==> config.mk <==
export PLATFORM = sky130hd
export DESIGN_NAME = seg14_scroll_buffer
export DESIGN_NICKNAME = d
export VERILOG_FILES = /design/src/rtl/seg14_scroll_buffer.sv
export SDC_FILE = /design/constraint.sdc
export NUM_CORES = 1
export LEC_CHECK = 0
export ABC_CLOCK_PERIOD_IN_PS = 3810
export CORE_UTILIZATION = 35
export DETAILED_ROUTE_END_ITERATION = 12
export PLACE_DENSITY_LB_ADDON = 0.3
export RECOVER_POWER = 25
export SYNTH_ARGS = -nofsm -noshare
export SYNTH_HDL_FRONTEND = slang
export SYNTH_SLANG_ARGS = --single-unit
==> constraint.sdc <==
create_clock -name clk -period 3.81 [get_ports clk]
set_clock_uncertainty 0.1 [all_clocks]
set_input_delay 0.5715 -clock clk [delete_from_list [all_inputs] [get_ports clk]]
set_output_delay 0.5715 -clock clk [all_outputs]
set_load 0.01 [all_outputs]
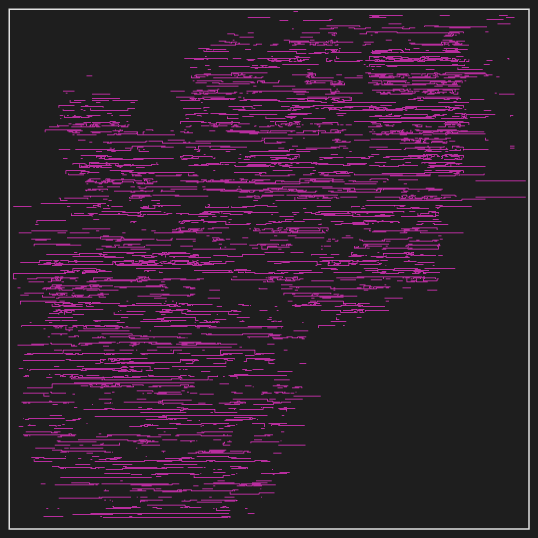
(run_1/m1.png)
Scale: 3 px per µm.
nets with wire on the layer: 862
share of all routed wire: 47%
longest straight run: 46.0 µm
wire length on this layer: 10300 µm
wirelength, routed: 21940 µm
vias after detailed routing: 6753
GRT met1 Usage: 21.23%

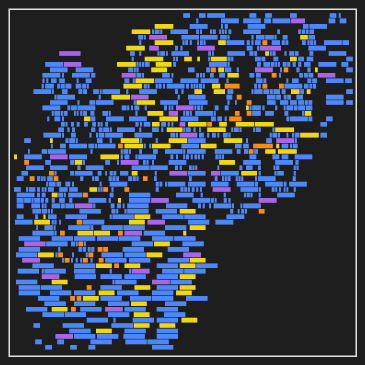
(run_1/sizing.png)
Scale: 2 px per µm.
| color | size | cells | share | most used |
|---|---|---|---|---|
| purple | x6 and larger | 34 | 3.7% | clkbuf_16 |
| blue | x1 and smaller | 754 | 82% | nand2_1 |
| orange | x3 and x4 | 41 | 4.5% | buf_4 |
| yellow | x2 | 90 | 9.8% | mux4_2 |
slack of the critical path: 204.6 ps
growth of design area from synthesis to finish: 16.46%
Non-Filler Cell Area, Final: 11880 µm²

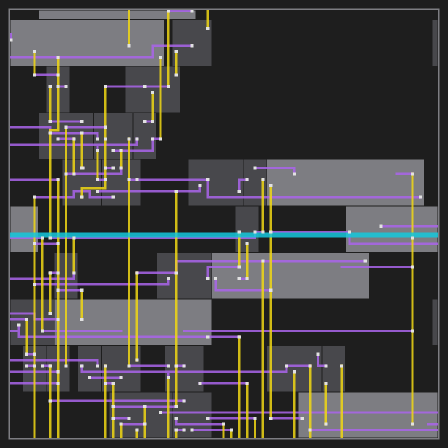
(run_1/closeup.png)
Window x 31 to 56, y 117 to 142 µm. Cells in gray, sequential cells in the stronger gray; small squares are vias.
| color | layer |
|---|---|
| purple | M1 |
| yellow | M2 |
| cyan | M3 |
most frequent: nor2_1 (7), xnor2_1 (5), dfrtp_1 (5)
sequential cells in the window: 6
cells with their middle in the window: 29

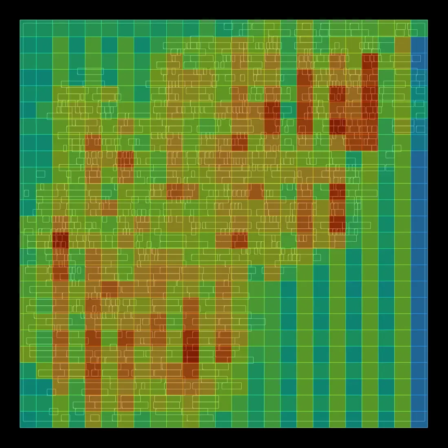
(run_1/congestion_map.png)
global-route layer with the greatest usage: met2
met3 demand-to-capacity share in global routing: 2.375%
Wirelength per Cell: 16.84 µm

==> Table 3: Implementation characteristics <==
Table: implementation figures

Parameter                              Value

Yosys
  Dominant cell type by area after synthesis    edfxtp_1
  Top FF cell, synth    edfxtp_1
  Mapped Cells    856
  Commonest cells in the netlist    175 x nand2_1, 96 x edfxtp_1, 92 x dfrtp_1
  Total nets after synthesis    892
  Flops & latches, synth    212
  Part of the Yosys area used for sequential elements    57.00%
  Main combinational cell family by area after synthesis    simple AND/OR/NAND/NOR gates
  Top cell type's share of synthesized area    28.26%
  Number of cell instances after yosys synthesis    856
  Chip area line of the yosys report    10200 µm²
  Cell variety after synth    75
  Adder share    2.649%
  Count of library flops with an enable pin    96
  Aoi/oai-family share of the synthesized area    8.818%
  Xor-xnor portion of the synthesized cell area    2.146%
  Multiplexer fraction of the synthesized cell area    10.93%
  Post-synthesis instance area    10200 µm²
  Async SR Flop Fraction    54.72%
  Yosys warnings    0
  Simple-gate share of the synthesized area    14.86%
  Top area cell types    edfxtp_1 28%, dfrtp_1 23%, mux4_2 7.9%, nand2_1 6.4%, dfstp_2 6.2%
  Average instance area after synthesis    11.92 µm²
  Most common cell in the synthesized netlist    nand2_1

STA
  Period Utilization, post-route    94.63%
  Number of hold violations in the final report    0
  Setup violators final    0
  Transition at the pin with the smallest max-transition slack    2618 ps
  Post-route setup TNS    0 ps
  Worst Hold Slack    389.4 ps
  Fmax    277.4 MHz
  Count of final max-slew check failures    46
  Minimum clock period after layout    3605 ps
  Setup repair after global routing missed its margin    false
  Worst slew margin relative to its limit    -74.54%

Setup path
  Critical Path RT    3140 ps
  Kind of start point of the critical path    register
  Setup slack on the worst flop-to-flop path    480 ps
  Data arrival, critical path    2930 ps
  Length in cells of the worst reg-to-reg path    13
  Critical Path End Type    primary output
  Max Fanout on Critical Path    4
  Start-to-end type of the worst setup path    reg -> out

Place
  Cell total after placement    1256
  Area after DPL    11030 µm²
  Setup WS pre-CTS    100.3 ps
  Global placer's final weighted congestion    0.8406
  Count of port buffers added during placement    35
  Detailed placement HPWL    14060 µm

Flow run
  Tool warning count    37
  Max_cap viols    1

Route
  Avg Vias per Cell    5.183
  Remaining number of nets flagged by the antenna check after routing    0
  Number of iterations in the first detailed-routing pass    5
  Remaining design rule violation count    0
  Iter 0 DRT Violations    495

Hold path
  Cells on Worst Hold Path    2
  Class of the worst hold path    reg -> reg

Global routing
  Maximum number of pins on one net before global-route repair    86
  Total global routing track utilization    15.07%
  Initial antenna violation count    0
  Residual overflow from global routing    0
  Via count of the first global-routing pass    6815
  Wire length of the first global-routing pass    36750 µm

Clock tree
  Number of buffers inserted to repair setup after CTS    2
  Clk ins delay skew pair    520 ps
  Post-CTS Hold Fix Bufs    1
  Clock buffer count from CTS    25
  CTS max path bufs    3
  Buffer type at the clock tree root    clkbuf_16
  # resized after CTS    0
  Number of sinks driven by the clock tree    212
  H-tree levels    1
  Register clock-pin slew on the reported worst setup and hold paths    60 ps
  CTS tree    built

Final layout
  Net count reported at finish    938
  Final core utilization    41.39%
  Layout cells sized above 1    17.95%
  Commonest non-fill, non-tap cells in the layout    175 x nand2_1, 96 x edfxtp_1, 92 x dfrtp_1
  Most frequent standard cell in the layout excluding fill and tap cells    nand2_1
  Max FFs per register    96
  # diodes    0
  Total area of multi-input combinational cells    4025 µm²
  Sequential Area    5816 µm²
  Tally of non-filler cells in the final layout    1303
  Filler Cell Count    2697

Floorplan
  Die Span Y    172.7 µm
  Chip Footprint    29840 µm²
  Initial core utilization    35.54%
  Floorplan Core Area    28700 µm²
  Die x size    172.7 µm
  Standard-cell rows    62
  Top-level I/O count    36

Power and ir drop
  Proportion of power drawn by flip-flops and latches    47.0%
  Cell-internal power    0.004022 W
  Clock network fraction of design power    46.2%
  Static leakage power    4.460 nW
  Sw Share    22.22%
  Sequential power    0.00243 W
  Comb. pwr    0.000351 W
  Final Total Pwr    0.005171 W
  Switching power total    0.001149 W
  Combinational group share of total power    6.8%
  Power per unit of standard cell area    435.2 nW/µm²
  VDD IR-drop max    302.3 µV
  Top Consumer    sequential cells
  P_clk    0.00239 W

Outcome
  Violated checks    max-capacitance violations, max-slew violations
  Status    finished with violations
[run 1: critical path, cell delays in order (launching register included)]
cell	delay, ps
dfrtp_1	420
inv_2	110
ha_1	170
inv_1	50
fa_1	390
a21o_1	180
a21oi_2	140
xor2_1	190
o211a_1	190
clkinv_1	90
clkdlybuf4s50_1	480
[run 1: per-layer routing]
layer	up-vias	GRT usage [%]	part of all wire [%]
met4	0	3.909	1.7
met1	3388	21.23	47
met2	155	24.26	47
met5	-	0	0
li1	3186	-	-
met3	24	2.375	4.6
[run 1: layout make-up]
cell class                      count  area share, %
Clock buffer                       32          5.739
Clock inverter                     12          1.232
Tap cell                          384          4.044
Multi-Input combinational cell    570          33.88
Sequential cell                   212          48.95
Timing Repair Buffer               74          5.550
Inverter                           19         0.6108
Power and IR drop assume default switching activity.
